Run 1, local utilization:
Scale: 3 px per um. 12 x 12 tiles, from dark blue (low) to red (high), 0 to 100% covered.
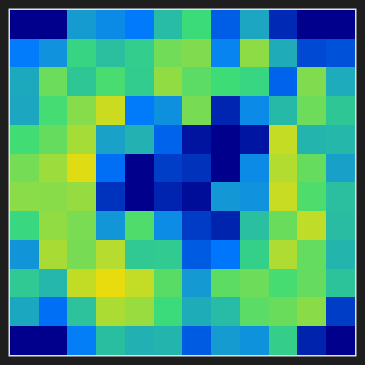
Run 1, cells colored by class:
Scale: 3 px per um.
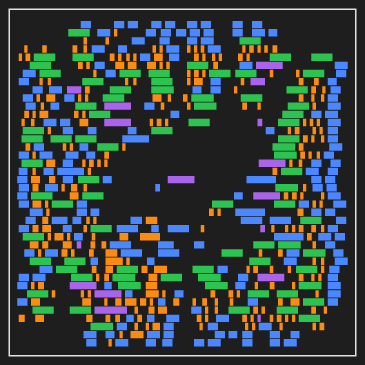
Run 1, cell placement:
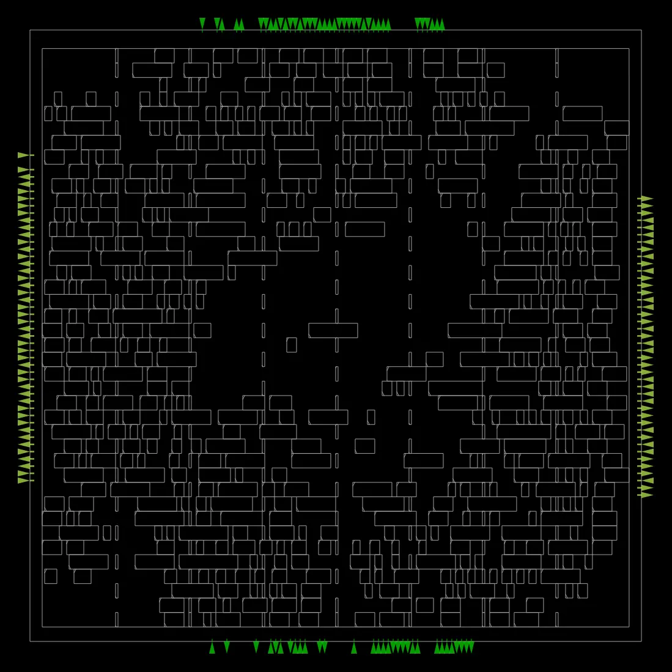
**config.mk**
```make
export PLATFORM = sky130hd
export DESIGN_NAME = dmi_core_req_ctrl_flat
export DESIGN_NICKNAME = d
export VERILOG_FILES = /design/src/rtl/dmi_pkg.sv /design/src/rtl/dmi_core_req_ctrl_if.sv /design/src/rtl/dmi_timeout_ctr.sv /design/src/rtl/dmi_core_req_ctrl.sv /design/src/flat_wrapper.sv
export SDC_FILE = /design/constraint.sdc
export NUM_CORES = 1
export LEC_CHECK = 0
export CAP_MARGIN = 20
export CELL_PAD_IN_SITES_DETAIL_PLACEMENT = 1
export CELL_PAD_IN_SITES_GLOBAL_PLACEMENT = 1
export CORE_MARGIN = 2
export CORE_UTILIZATION = 24
export CTS_CLUSTER_SIZE = 25
export DETAILED_ROUTE_END_ITERATION = 10
export PLACE_DENSITY = 0.8
export SETUP_SLACK_MARGIN = 0.15
export SYNTH_ARGS = -nofsm -noshare
export SYNTH_HDL_FRONTEND = slang
export SYNTH_HIERARCHICAL = 1
export SYNTH_SLANG_ARGS = --single-unit
export TNS_END_PERCENT = 100
```
**constraint.sdc**
```tcl
create_clock -name clk -period 1.5 [get_ports clk]
set_input_delay 0.15 -clock clk [delete_from_list [all_inputs] [get_ports clk]]
set_output_delay 0.15 -clock clk [all_outputs]
set_load 0.005 [all_outputs]
```
**src/rtl/dmi_pkg.sv**
```systemverilog
// rtl/dmi_pkg.sv - shared FSM state type and DMI status codes for the core-side request controller
package dmi_pkg;

    typedef enum logic [1:0] {
        ST_IDLE     = 2'd0,
        ST_REQ      = 2'd1,
        ST_WAIT_RSP = 2'd2
    } dmi_state_e;

    localparam logic [1:0] DMI_ST_OK   = 2'd0;
    localparam logic [1:0] DMI_ST_FAIL = 2'd2;
    localparam logic [1:0] DMI_ST_BUSY = 2'd3;

    // Sticky status only ever moves up in severity.
    function automatic logic [1:0] status_max(input logic [1:0] a, input logic [1:0] b);
        return (b > a) ? b : a;
    endfunction

endpackage

```
**src/rtl/dmi_core_req_ctrl_if.sv**
```systemverilog
// rtl/dmi_core_req_ctrl_if.sv - request/response handshake between the DMI controller and the debug module
interface dmi_core_req_ctrl_if #(
    parameter int ADDR_W = 7,
    parameter int DATA_W = 32
);
    logic              dm_req_valid;
    logic              dm_req_ready;
    logic [ADDR_W-1:0] dm_req_addr;
    logic [DATA_W-1:0] dm_req_wdata;
    logic              dm_req_wr;
    logic              dm_rsp_valid;
    logic              dm_rsp_ready;
    logic [DATA_W-1:0] dm_rsp_rdata;
    logic              dm_rsp_err;

    modport master (
        output dm_req_valid, dm_req_addr, dm_req_wdata, dm_req_wr, dm_rsp_ready,
        input  dm_req_ready, dm_rsp_valid, dm_rsp_rdata, dm_rsp_err
    );

    modport slave (
        input  dm_req_valid, dm_req_addr, dm_req_wdata, dm_req_wr, dm_rsp_ready,
        output dm_req_ready, dm_rsp_valid, dm_rsp_rdata, dm_rsp_err
    );
endinterface

```
**src/rtl/dmi_timeout_ctr.sv**
```systemverilog
// rtl/dmi_timeout_ctr.sv - request timeout counter; expired is high on the last allowed busy cycle
module dmi_timeout_ctr #(
    parameter int TIMEOUT_CYCLES = 255
) (
    input  logic clk,
    input  logic rst,
    input  logic clear,
    input  logic enable,
    output logic expired
);
    localparam logic [15:0] LIMIT = 16'(TIMEOUT_CYCLES - 1);

    logic [15:0] cnt;

    always_ff @(posedge clk) begin
        if (rst || clear) begin
            cnt <= '0;
        end else if (enable) begin
            cnt <= cnt + 16'd1;
        end
    end

    assign expired = enable && (cnt == LIMIT);
endmodule

```
**src/rtl/dmi_core_req_ctrl.sv**
```systemverilog
// rtl/dmi_core_req_ctrl.sv - turns core-side DMI strobes into debug-module requests with sticky status
// Optional request timeout enabled by defining DMI_REQ_TIMEOUT_EN.
module dmi_core_req_ctrl
    import dmi_pkg::*;
#(
    parameter int ADDR_W         = 7,
    parameter int DATA_W         = 32,
    parameter int TIMEOUT_CYCLES = 255
) (
    input  logic              clk,
    input  logic              rst,
    input  logic              reg_en,
    input  logic              reg_wr_en,
    input  logic [ADDR_W-1:0] reg_addr,
    input  logic [DATA_W-1:0] reg_wdata,
    input  logic              clr_sticky,
    dmi_core_req_ctrl_if.master dm,
    output logic [DATA_W-1:0] rd_data,
    output logic [1:0]        status,
    output logic              busy
);
    if (TIMEOUT_CYCLES < 1 || TIMEOUT_CYCLES > 65535) begin : g_bad_timeout
        $error("TIMEOUT_CYCLES out of range 1..65535");
    end

    dmi_state_e        state;
    logic              req_valid;
    logic              rsp_ready;
    logic [ADDR_W-1:0] pay_addr;
    logic [DATA_W-1:0] pay_wdata;
    logic              pay_wr;
    logic              expired;

    logic       rsp_fire;
    logic       overrun;
    logic       timeout_hit;
    logic [1:0] status_base;
    logic [1:0] status_event;

`ifdef DMI_REQ_TIMEOUT_EN
    dmi_timeout_ctr #(.TIMEOUT_CYCLES(TIMEOUT_CYCLES)) u_timeout_ctr (
        .clk     (clk),
        .rst     (rst),
        .clear   (state == ST_IDLE && reg_en),
        .enable  (state != ST_IDLE),
        .expired (expired)
    );
`else
    assign expired = 1'b0;
`endif

    assign rsp_fire    = (state == ST_WAIT_RSP) && dm.dm_rsp_valid;
    assign overrun     = reg_en && (state != ST_IDLE);
    // A response arriving on the expiry cycle still completes normally.
    assign timeout_hit = expired && !rsp_fire;

    always_comb begin
        status_base  = clr_sticky ? DMI_ST_OK : status;
        status_event = DMI_ST_OK;
        if ((rsp_fire && dm.dm_rsp_err) || timeout_hit) status_event = DMI_ST_FAIL;
        if (overrun) status_event = DMI_ST_BUSY;
    end

    always_ff @(posedge clk) begin
        if (rst) begin
            state     <= ST_IDLE;
            req_valid <= 1'b0;
            rsp_ready <= 1'b0;
            pay_addr  <= '0;
            pay_wdata <= '0;
            pay_wr    <= 1'b0;
            rd_data   <= '0;
            status    <= DMI_ST_OK;
        end else begin
            status <= status_max(status_base, status_event);
            unique case (state)
                ST_IDLE: begin
                    if (reg_en) begin
                        pay_addr  <= reg_addr;
                        pay_wdata <= reg_wdata;
                        pay_wr    <= reg_wr_en;
                        req_valid <= 1'b1;
                        state     <= ST_REQ;
                    end
                end
                ST_REQ: begin
                    if (timeout_hit) begin
                        req_valid <= 1'b0;
                        state     <= ST_IDLE;
                    end else if (dm.dm_req_ready) begin
                        req_valid <= 1'b0;
                        rsp_ready <= 1'b1;
                        state     <= ST_WAIT_RSP;
                    end
                end
                ST_WAIT_RSP: begin
                    if (rsp_fire) begin
                        if (!pay_wr) rd_data <= dm.dm_rsp_rdata;
                        rsp_ready <= 1'b0;
                        state     <= ST_IDLE;
                    end else if (timeout_hit) begin
                        rsp_ready <= 1'b0;
                        state     <= ST_IDLE;
                    end
                end
                default: begin
                    req_valid <= 1'b0;
                    rsp_ready <= 1'b0;
                    state     <= ST_IDLE;
                end
            endcase
        end
    end

    assign busy            = (state != ST_IDLE);
    assign dm.dm_req_valid = req_valid;
    assign dm.dm_rsp_ready = rsp_ready;
    assign dm.dm_req_addr  = pay_addr;
    assign dm.dm_req_wdata = pay_wdata;
    assign dm.dm_req_wr    = pay_wr;
endmodule

```
**src/flat_wrapper.sv**
```systemverilog
// flat-port wrapper written by rule: the top's interface ports become plain ports
module dmi_core_req_ctrl_flat import dmi_pkg::*;
#(
    parameter int ADDR_W         = 7,
    parameter int DATA_W         = 32,
    parameter int TIMEOUT_CYCLES = 255
)
  (clk, rst, reg_en, reg_wr_en, reg_addr, reg_wdata, clr_sticky, rd_data, status, busy, dm_dm_req_valid, dm_dm_req_addr, dm_dm_req_wdata, dm_dm_req_wr, dm_dm_rsp_ready, dm_dm_req_ready, dm_dm_rsp_valid, dm_dm_rsp_rdata, dm_dm_rsp_err);
  dmi_core_req_ctrl_if #(.ADDR_W(ADDR_W), .DATA_W(DATA_W)) dm_i ();
  input  logic clk;
  input  logic rst;
  input  logic reg_en;
  input  logic reg_wr_en;
  input  logic [ADDR_W-1:0] reg_addr;
  input  logic [DATA_W-1:0] reg_wdata;
  input  logic clr_sticky;
  output logic [DATA_W-1:0] rd_data;
  output logic [1:0] status;
  output logic busy;
  output wire logic [$bits(dm_i.dm_req_valid)-1:0] dm_dm_req_valid;
  output wire logic [$bits(dm_i.dm_req_addr)-1:0] dm_dm_req_addr;
  output wire logic [$bits(dm_i.dm_req_wdata)-1:0] dm_dm_req_wdata;
  output wire logic [$bits(dm_i.dm_req_wr)-1:0] dm_dm_req_wr;
  output wire logic [$bits(dm_i.dm_rsp_ready)-1:0] dm_dm_rsp_ready;
  input wire logic [$bits(dm_i.dm_req_ready)-1:0] dm_dm_req_ready;
  input wire logic [$bits(dm_i.dm_rsp_valid)-1:0] dm_dm_rsp_valid;
  input wire logic [$bits(dm_i.dm_rsp_rdata)-1:0] dm_dm_rsp_rdata;
  input wire logic [$bits(dm_i.dm_rsp_err)-1:0] dm_dm_rsp_err;
  assign dm_dm_req_valid = dm_i.dm_req_valid;
  assign dm_dm_req_addr = dm_i.dm_req_addr;
  assign dm_dm_req_wdata = dm_i.dm_req_wdata;
  assign dm_dm_req_wr = dm_i.dm_req_wr;
  assign dm_dm_rsp_ready = dm_i.dm_rsp_ready;
  assign dm_i.dm_req_ready = dm_dm_req_ready;
  assign dm_i.dm_rsp_valid = dm_dm_rsp_valid;
  assign dm_i.dm_rsp_rdata = dm_dm_rsp_rdata;
  assign dm_i.dm_rsp_err = dm_dm_rsp_err;
  dmi_core_req_ctrl #(.ADDR_W(ADDR_W), .DATA_W(DATA_W), .TIMEOUT_CYCLES(TIMEOUT_CYCLES)) u_core (.clk(clk), .rst(rst), .reg_en(reg_en), .reg_wr_en(reg_wr_en), .reg_addr(reg_addr), .reg_wdata(reg_wdata), .clr_sticky(clr_sticky), .dm(dm_i), .rd_data(rd_data), .status(status), .busy(busy));
endmodule
```
==> qor.yml, run 1 <==
flow_run:
  tool_warnings: 30
  drv_cap: 0
sta:
  worstMarginPinSlew_ns: 0.4141
  setup_viol: 16
  layout_setup_ws_ns: -0.06264
  setup_tns_ns: -0.3402
  slew_headroom_pct: 71.68
  fin_crit_sh_pct: 104.2
  clock_skew_ns: 0.004983
finish:
  drive_gt1_share_pct: 17.75
  buf_share_pct: 37.42
  seq_area_um2: 1579
  inverters: 2
  logic_gate_count: 250
  n_clock_buffer: 12
  area_growth_pct: 80.08
  layout.area.comb_um2: 1261
  dominant_cells: "buffers"
  area_share_clock_buf_inv_pct: 5.661
placed_design:
  hpwl_um: 7319
  dp_cells: 646
  globalplace.congestion: 0.7918
  port_buffers: 155
  pre_cts_ws_ns: -0.3623
power_and_ir_drop:
  vdd_drop_max_mv: 0.6840
  power_clock_uw: 2170
  combPwrFrac_pct: 16.2
  power_density_nw_per_um2: 983.6
  maxPowerGroup: "registers"
  p_total_uw: 5239
  seqPwrFrac_pct: 42.4
  p_int_uw: 4047
clock_network:
  cts_setup_buffers: 3
  insertion_delay_ns: 0.33
  hold_buffers: 0
  clockBufferDepth: 2
  clk_pin_slew_ns: 0.05
  cts.sinks: 78
  cts-root-buf: "clkbuf_16"
  ctsHtreeMaxLevel: 3
  cts_resized: 40
critical_path:
  crit_path_top_delay_cell: "dfxtp_2"
  crit_path_start_kind: "flop"
  arrival_ns: 1.78
  end_kind: "flop"
  endpoint: "u_core/status[0]"
  required_ns: 1.71
  cp_top_family: "flip-flops"
  cp.depth: 6
  cp_slowest_stage_delay_ns: 0.36
  critical_path_class: "reg2reg"
  reg2reg_from: "u_core/state[0]"
  crit_start: "u_core/state[0]"
  worst_r2r_endpoint: "u_core/status[0]"
global_routing:
  antenna_found_initial: 0
  grt_usage_pct: 15.78
  busiest_layer: "met2"
  grt_max_degree: 51
  use_met1_pct: 16.54
  use_met3_pct: 5.482
synth:
  xor_share_pct: 0
  ys_sh_aoi_pct: 15.40
  syn_inst: 358
  synth_area_um2: 2958
  topCombFamilyByArea: "simple AND/OR/NAND/NOR gates"
  yosysTopAreaCell: "dfxtp_1"
  ys_seq_share_pct: 52.79
  synth.area.top_cells: "dfxtp_1 (53%), nand2_1 (17%), a21oi_1 (11%)"
  syn-num-nets: 440
  flop_cell: "dfxtp_1"
  ys_cells: 358
  synthArstFlopShare_pct: 0
  edf_count: 0
  simple_gate_share_pct: 23.31
  top_cells_by_count: "nand2_1 (137), dfxtp_1 (78), a21oi_1 (65), a21oi_2 (10), nand2_2 (10)"
  ys_sh_mux_pct: 0.3807
worst_hold_path:
  min-delay-start: "rst"
  min_to: "u_core/status[1]"
route:
  wl_met2_um: 5577
  vias: 3035
  routed.top_layer: "met4"
  drcViolationCount: 0
  initialDrtViolationCount: 97
  wl_met1_um: 4104
  drt_first_pass_iters: 4
floorplan:
  die_area_um2: 13230
run_status:
  status: "finished with violations"
  violations: "negative setup slack"
Back to the opening pictures, 'local utilization':
emptiest ninth of the die: center
mean over tiles: 39%
fullest tile: 72%
nearly empty tiles: 7.6%
densest ninth of the die: west
FP Util: 24.63%
final core utilization: 44.34%
Core ar.: 12010 um2

Back to the opening pictures, 'cells colored by class':
| color | class | cells | share of their area |
|---|---|---|---|
| green | registers | 78 | 31% |
| purple | clock drivers and dummy loads | 16 | 5.9% |
| orange | remaining logic cells | 252 | 25% |
| blue | remaining buffers and delay cells | 178 | 39% |
Rows: 40
fraction of area in registers: 29.65%
Final Cell Area: 5326 um2

Back to the opening pictures, 'cell placement':
number of fill cells: 1387
# Taps: 147
Layout Cells excl Fill: 671
Seq cells: 78

==> run 2: changes to the inputs <==
==> constraint.sdc (replaced) <==
create_clock -name clk -period 1.5 [get_ports clk]
set_input_delay 0.3 -clock clk [delete_from_list [all_inputs] [get_ports clk]]
set_output_delay 0.3 -clock clk [all_outputs]
set_load 0.005 [all_outputs]
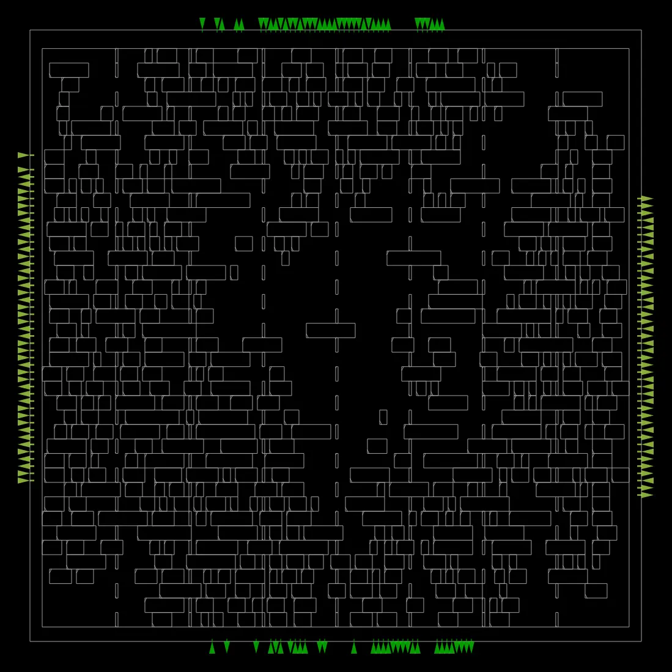
Run 2: cell placement
Layout Cells excl Fill: 691
number of fill cells: 1372
final core utilization: 47.78%
fraction of area in registers: 27.43%

==> qor.yml, run 2 <==
critical_path:
  cp_top_family: "buffers and inverters"
  endpoint: "u_core/dm.dm_req_wdata[4]"
  crit_path_top_delay_cell: "dfxtp_4"
  cp_max_fo: 5
  crit_top_cell: "buf_6"
  crit_path_start_kind: "flop"
  cp.depth: 9
  r2r_cells: 9
  crit_start: "u_core/state[0]"
  r2r_slack_ns: -0.07
  arrival_ns: 1.84
  required_ns: 1.77
  end_kind: "flop"
  crit_buf_inv: 6
  critical_path_class: "reg2reg"
  reg2reg_from: "u_core/state[0]"
  worst_r2r_endpoint: "u_core/dm.dm_req_wdata[4]"
  cp_slowest_stage_delay_ns: 0.36
  worstPathCellList: "buf_6, buf_6, nor3b_4, buf_6, buf_6, buf_12, buf_16, nand2_1, a21oi_2"
placed_design:
  globalplace.congestion: 0.7731
  port_buffers: 155
  hpwl_um: 7056
  pre_cts_ws_ns: -0.5631
  dp_cells: 644
floorplan:
  core_um2: 12010
  die_area_um2: 13230
  die.size.y_um: 115.0
  die_w_um: 115.0
  tap_cells: 147
  initial_core_util_pct: 24.63
  row_count: 40
clock_network:
  cts-root-buf: "clkbuf_16"
  insertion_delay_ns: 0.34
  cts_resized: 136
  clockBufferDepth: 2
  cts_setup_buffers: 16
  numCtsBuffers: 9
  clk_pin_slew_ns: 0.06
  hold_buffers: 0
  cts.sinks: 78
  ctsHtreeMaxLevel: 3
worst_hold_path:
  min_to: "u_core/status[1]"
  min-delay-start: "rst"
finish:
  n_clock_buffer: 13
  lay_top_cells: "nand2_1 (97), dlygate4sd2_1 (79), clkdlybuf4s50_1 (74), dfxtp_1 (70), a21oi_1 (48)"
  area_share_clock_buf_inv_pct: 5.276
  buf_share_pct: 37.10
  diodes: 0
  layout.area.comb_um2: 1541
  logic_gate_count: 250
  drive_gt1_share_pct: 28.49
  final_area_um2: 5739
  area_growth_pct: 94.04
  seq_area_um2: 1574
  ff_count: 78
  n_all_buffers: 198
  inverters: 2
  fin_nets: 621
  dominant_cells: "buffers"
  comb_share_pct: 26.86
synth:
  topCombFamilyByArea: "simple AND/OR/NAND/NOR gates"
  synth_top_area_share_pct: 52.79
  adder_share_pct: 1.269
  xor_share_pct: 0
  ys_sh_aoi_pct: 15.40
  edf_count: 0
  ys_cells: 358
  synth_area_um2: 2958
  simple_gate_share_pct: 23.31
  syn-num-nets: 440
  syn_avg_cell_area_um2: 8.262
  ys_seq_share_pct: 52.79
  top_cells_by_count: "nand2_1 (137), dfxtp_1 (78), a21oi_1 (65), a21oi_2 (10), nand2_2 (10)"
  flop_cell: "dfxtp_1"
  yosysTopAreaCell: "dfxtp_1"
  ys_sh_mux_pct: 0.3807
  synthArstFlopShare_pct: 0
  syn_inst: 358
  synth.area.top_cells: "dfxtp_1 (53%), nand2_1 (17%), a21oi_1 (11%)"
route:
  vias: 3152
  wl_met3_um: 798
  routed.top_layer: "met4"
  initialDrtViolationCount: 80
  wl_met2_um: 6303
  drt_first_pass_iters: 4
  drcViolationCount: 0
  detail-route-antenna-nets: 0
  vias_per_cell: 4.562
  wl_met1_um: 4511
sta:
  setup_tns_ns: -0.9557
  worstMarginPinSlew_ns: 0.4435
  fmax_mhz: 637.5
  slew_headroom_pct: 70.43
  layout_setup_ws_ns: -0.06865
  clock_skew_ns: 0.01118
  grt_setup_unrepaired: "true"
  setup_viol: 25
  fin_crit_sh_pct: 104.6
power_and_ir_drop:
  p_sw_share_pct: 24.54
  p_total_uw: 5512
  power_leakage_uw: 0.002500
  power_clock_uw: 2240
  clockPowerShare_pct: 40.6
  powerSeq_uw: 2220
  combPwrFrac_pct: 19.1
  seqPwrFrac_pct: 40.3
  power_density_nw_per_um2: 960.4
  maxPowerGroup: "clock"
  vdd_drop_max_mv: 0.4100
  p_int_uw: 4159
  switching_power_uw: 1353
flow_run:
  drv_cap: 0
  tool_warnings: 30
global_routing:
  antenna_found_initial: 0
  grt_max_degree: 53
  grt_pass1_wl_um: 17640
  grt_pass1_vias: 3385
  use_met1_pct: 18.19
  grt_usage_pct: 17.73
  busiest_layer: "met2"
  use_met3_pct: 5.588
  grt_overflow: 0
run_status:
  violations: "negative setup slack"
  status: "finished with violations"
